Figure 1. Wires at chosen ports, followed through buffers.
Scale: 4 px per µm.
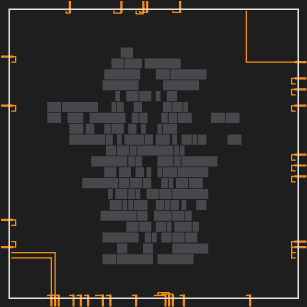
Figure 2. Logic cells by family.
Scale: 6 px per µm.
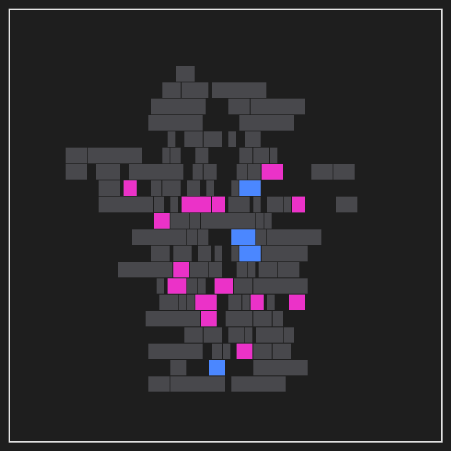
Figure 3. Pin map.
Scale: 6 px per µm. Pins as bars across the die edge, other pins in gray.
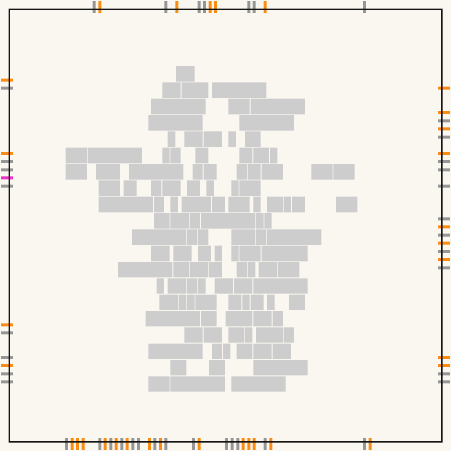
Figure 4. Drive-strength map.
Scale: 6 px per µm.
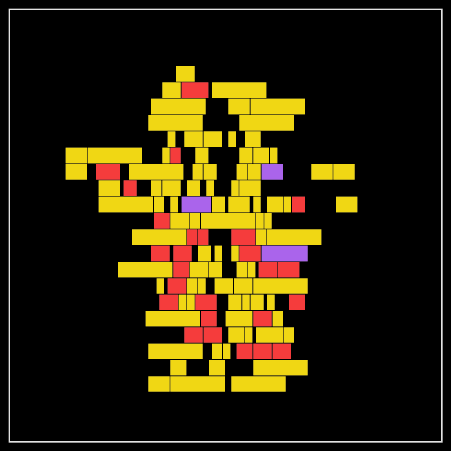
===== config.mk =====
export PLATFORM = sky130hd
export DESIGN_NAME = sysid_read_port
export DESIGN_NICKNAME = d
export VERILOG_FILES = /design/src/rtl/sysid_checker_pkg.sv /design/src/rtl/sysid_checker_read_port.sv
export SDC_FILE = /design/constraint.sdc
export NUM_CORES = 1
export LEC_CHECK = 0
export ABC_CLOCK_PERIOD_IN_PS = 4740
export CAP_MARGIN = 5
export CORE_MARGIN = 8
export CORE_UTILIZATION = 43
export CTS_BUF_LIST = sky130_fd_sc_hd__clkbuf_2
export CTS_CLUSTER_SIZE = 28
export DETAILED_ROUTE_END_ITERATION = 10
export GPL_TIMING_DRIVEN = 1
export HOLD_SLACK_MARGIN = 0.03
export MAX_ROUTING_LAYER = met4
export PLACE_DENSITY = 0.95
export SETUP_SLACK_MARGIN = 0.4
export SLEW_MARGIN = 30
export SYNTH_ARGS = -nofsm -noshare
export SYNTH_HDL_FRONTEND = slang
export SYNTH_SLANG_ARGS = --single-unit

===== constraint.sdc =====
create_clock -name clock -period 4.74 [get_ports clock]
set_clock_uncertainty 0.15 [all_clocks]
set_input_delay 0.948 -clock clock [delete_from_list [all_inputs] [get_ports clock]]
set_output_delay 0.948 -clock clock [all_outputs]
set_load 0.05 [all_outputs]

===== src/rtl/sysid_checker_pkg.sv =====
// Shared types and constants for the system-ID checker.
package sysid_checker_pkg;

    typedef enum logic [2:0] {
        IDLE   = 3'd0,
        RD_ID  = 3'd1,
        RD_TS  = 3'd2,
        EVAL   = 3'd3,
        FINISH = 3'd4
    } state_t;

    localparam logic [1:0] ERR_NONE    = 2'd0;
    localparam logic [1:0] ERR_ID      = 2'd1;
    localparam logic [1:0] ERR_TS      = 2'd2;
    localparam logic [1:0] ERR_TIMEOUT = 2'd3;

    localparam logic ADDR_ID = 1'b0;
    localparam logic ADDR_TS = 1'b1;

endpackage


===== src/rtl/sysid_checker_read_port.sv =====
// Avalon-MM read engine: launches a read, holds it under waitrequest and
// aborts it once the stall counter reaches TIMEOUT_CYCLES.
module sysid_read_port
    import sysid_checker_pkg::*;
#(
    parameter int TIMEOUT_CYCLES = 255
) (
    input  logic        clock,
    input  logic        reset_n,
    input  logic        launch,
    input  logic        launch_addr,
    output logic        avm_address,
    output logic        avm_read,
    input  logic [31:0] avm_readdata,
    input  logic        avm_waitrequest,
    output logic        rd_done,
    output logic [31:0] rd_data,
    output logic        rd_timeout
);

    localparam logic [15:0] TMO_LAST = 16'(TIMEOUT_CYCLES - 1);

    logic        read_r;
    logic        addr_r;
    logic [15:0] tmo_cnt_r;
    logic        stall_s;

    assign stall_s     = read_r && avm_waitrequest;
    assign rd_done     = read_r && !avm_waitrequest;
    assign rd_timeout  = stall_s && (tmo_cnt_r >= TMO_LAST);
    assign rd_data     = avm_readdata;
    assign avm_read    = read_r;
    assign avm_address = addr_r;

    // Read strobe, held address and saturating stall counter.
    always_ff @(posedge clock or negedge reset_n) begin
        if (!reset_n) begin
            read_r    <= 1'b0;
            addr_r    <= ADDR_ID;
            tmo_cnt_r <= 16'd0;
        end else if (launch) begin
            read_r    <= 1'b1;
            addr_r    <= launch_addr;
            tmo_cnt_r <= 16'd0;
        end else if (rd_done) begin
            read_r    <= 1'b0;
            tmo_cnt_r <= 16'd0;
        end else if (stall_s) begin
            read_r <= !rd_timeout;
            if (tmo_cnt_r != 16'hFFFF) begin
                tmo_cnt_r <= tmo_cnt_r + 16'd1;
            end
        end
    end

endmodule


==> notes.md <==
The run finished with clean final reports. Power comes to 264.6 µW. The logs give 0 for the final number of hold-violating endpoints and 67.3 µW for the power drawn by the clock network. For the number of antenna violations at the first check in global routing, the log shows 0. The largest buffer count on any clock path was 2. The tools report the detailed placer's ending HPWL as 1775 µm. Per the detail_route log, the uppermost layer with routed signals is met4.

Entering global routing, the biggest net connects 19 pins. With the number of instances on the worst hold path at 1, the met3 routing resource usage after global routing is 0.02371. The net switching power was 76.48 µW.

Once detail routing completed, the nets flagged for antenna violations numbered 0. Kind of critical path: input pin to output pin. The net count of the finished layout is 157. Per the post-synthesis stats, the area per cell is 9.513 µm². For the initial cell density of the core, the log shows 0.4467.

The path length in cells of the critical path is 4. The busiest metal layer after global routing is met2. Per the post-CTS timing run, clock transition at the registers of the reported paths is 0.17 ns. With the overall global routing resource usage at 0.09795, the maximum level of the CTS H-tree is 1. By count the netlist is led by sky130_fd_sc_hd__buf_4 (32), sky130_fd_sc_hd__dfrtp_1 (18), sky130_fd_sc_hd__nand2_1 (9), sky130_fd_sc_hd__nor2_1 (9).

The run gives 0.1120 as the met1 demand-to-capacity share in global routing. Detailed routing inserted a total of 906 vias. The register share of total power is 0.612. STA lists the startpoint of the worst hold path as avm_address.

Once iteration 0 of detailed routing completed, the report listed 20 DRC markers. The clock network fraction of design power is 0.254. The synthesized netlist was found by Yosys to have 141 cells. The final wirelength was 2461 µm; the share of the clock period used by the worst path was 0.7554. For this run, design rule violations remaining after detail routing come to 0. The fraction of layout cells with a size suffix above 1 was 0.2479. In this run the standard cell core region covers 0.003003 mm². Buffer-and-inverter tally for the worst setup path: 2.

The number of nets in the synthesized netlist came out at 180. The vias per cell is 6.040, and the routed length per placed instance is 16.41 µm. Per the detail_route log, met3 wirelength is 144 µm. After synthesis the netlist holds a flip-flop and latch count of 18.

The tools report the total negative setup slack as 0 ns. The run gives 0.2890 for the net switching fraction of the power. Yosys attributes the largest share of cell area to sky130_fd_sc_hd__dfrtp_1 (34%), sky130_fd_sc_hd__buf_4 (18%), sky130_fd_sc_hd__a21oi_2 (3.3%). For this run, the detailed router's first-pass iteration total came to 4. The total count of max-transition violations in the final report was 0; the vertical die dimension was 71.85 µm. The report lists the number of cells resized after CTS as 0. The power report lists cell-internal power as 188.1 µW.

Die outline width: 71.85 µm. The mapped cell area was 0.001341 mm²; the sequential share of the synthesized area was 0.3358. In the Yosys stats the netlist draws on 43 distinct library cells. Among all stages on the critical path, the largest delay is contributed by sky130_fd_sc_hd__clkdlybuf4s50_1. For this design, the sink count on the clock tree is 18. The run gives 5 for the depth of the worst register-to-register path. At the end of routability-driven placement, the weighted congestion stood at 0.9189. The worst path in the final design needs a cycle of 3.580 ns, including I/O delays and setup. Wire segments on met2 add up to 1181 µm in the final route. The static leakage is 0.4480 nW.

With the post-cts hold buffer count at 0, the critical path required time is 3.64 ns. The run gives 1.000 for the proportion of register bits with asynchronous set or reset after synthesis.
-- Figure 1 (at the start) --
legend:
  orange:
    port: rd_data
    direction: output
    edge: 14 south, 9 east, 5 north, 4 west
    end_cells: 0
    wire: 146 µm

-- Figure 2 (at the start) --
legend:
  magenta:
    family: and/or cells
    cells: 14
  blue:
    family: non-inverting ao/oa cells
    cells: 4
    where: center

-- Figure 3 (at the start) --
legend:
  orange:
    port: rd_data
    pins: 32
    direction: output
    edge: 14 south, 9 east, 5 north, 4 west
  magenta:
    port: launch_addr
    pins: 1
    direction: input
    edge: west

-- Figure 4 (at the start) --
legend:
  yellow:
    size: x1 and smaller
    cells: 88
    share: 75%
  purple:
    size: x3 and x4
    cells: 3
    share: 2.6%
  red:
    size: x2
    cells: 26
    share: 22%

[worst paths after layout]
kind                       slack [ns]       endpoint
max                              1.16     rd_timeout
min                              0.39    avm_address
max reg2reg                      2.38   tmo_cnt_r[7]
min reg2reg                      0.39    avm_address
max in group asynchronous        3.00  tmo_cnt_r[14]
min in group asynchronous        0.94   tmo_cnt_r[0]
[final cells by class]
class,instances,area [µm²],share of cell area
Clock buffer,3,15.01,0.01247
Clock inverter,1,3.754,0.003119
Inverter,3,11.26,0.009356
Multi-Input combinational cell,84,601.8,0.5000
Sequential cell,18,450.4,0.3742
Tap cell,33,41.29,0.03430
Timing Repair Buffer,8,80.08,0.06653
[cell families after synthesis]
group / Yosys count / share of synthesized area
DFF: 18 / 0.3358
and+or+nand+nor: 50 / 0.2211
adders and majority gates: 2 / 0.01865
muxes: 2 / 0.01586
xor gates and xnor gates: 5 / 0.03265
buffers and inverters: 39 / 0.2155
AOI/OAI and AO/OA: 25 / 0.1604
[through the flow]
step	hold WS, ns	instance area (µm²)	setup WS (ns)	instances	util
after floorplan	0.3792	1341	1.802	141	-
after global placement	0.3481	1185	1.165	146	0.3946
after detailed placement	0.3519	1185	1.149	146	0.3946
after CTS	0.3954	1204	1.143	150	0.4008
after global routing	0.4187	1204	1.078	150	0.4008
final	0.3929	1204	1.160	150	0.4008
[placed cells by master (no fill, tap or decap), drive strengths merged]
cell type,n
xnor2,4
nand4,2
o21ai,6
a21o,1
nor3,3
o31a,1
mux2i,1
mux2,1
o311a,2
ha,2
or4b,1
or2,2
o21bai,2
dfrtp,18
nand2,9
and3,1
or4,1
o31ai,3
clkinv,1
o2111ai,2
nor4b,1
or3,6
clkbuf,3
nor4,5
and2b,1
xor2,1
a21oi,6
and4,2
o211ai,1
inv,3
nand2b,1
nand3,6
a31oi,1
clkdlybuf4s50,8
nor2,9
No activity file was given, so power comes from the tool's default toggle rates.
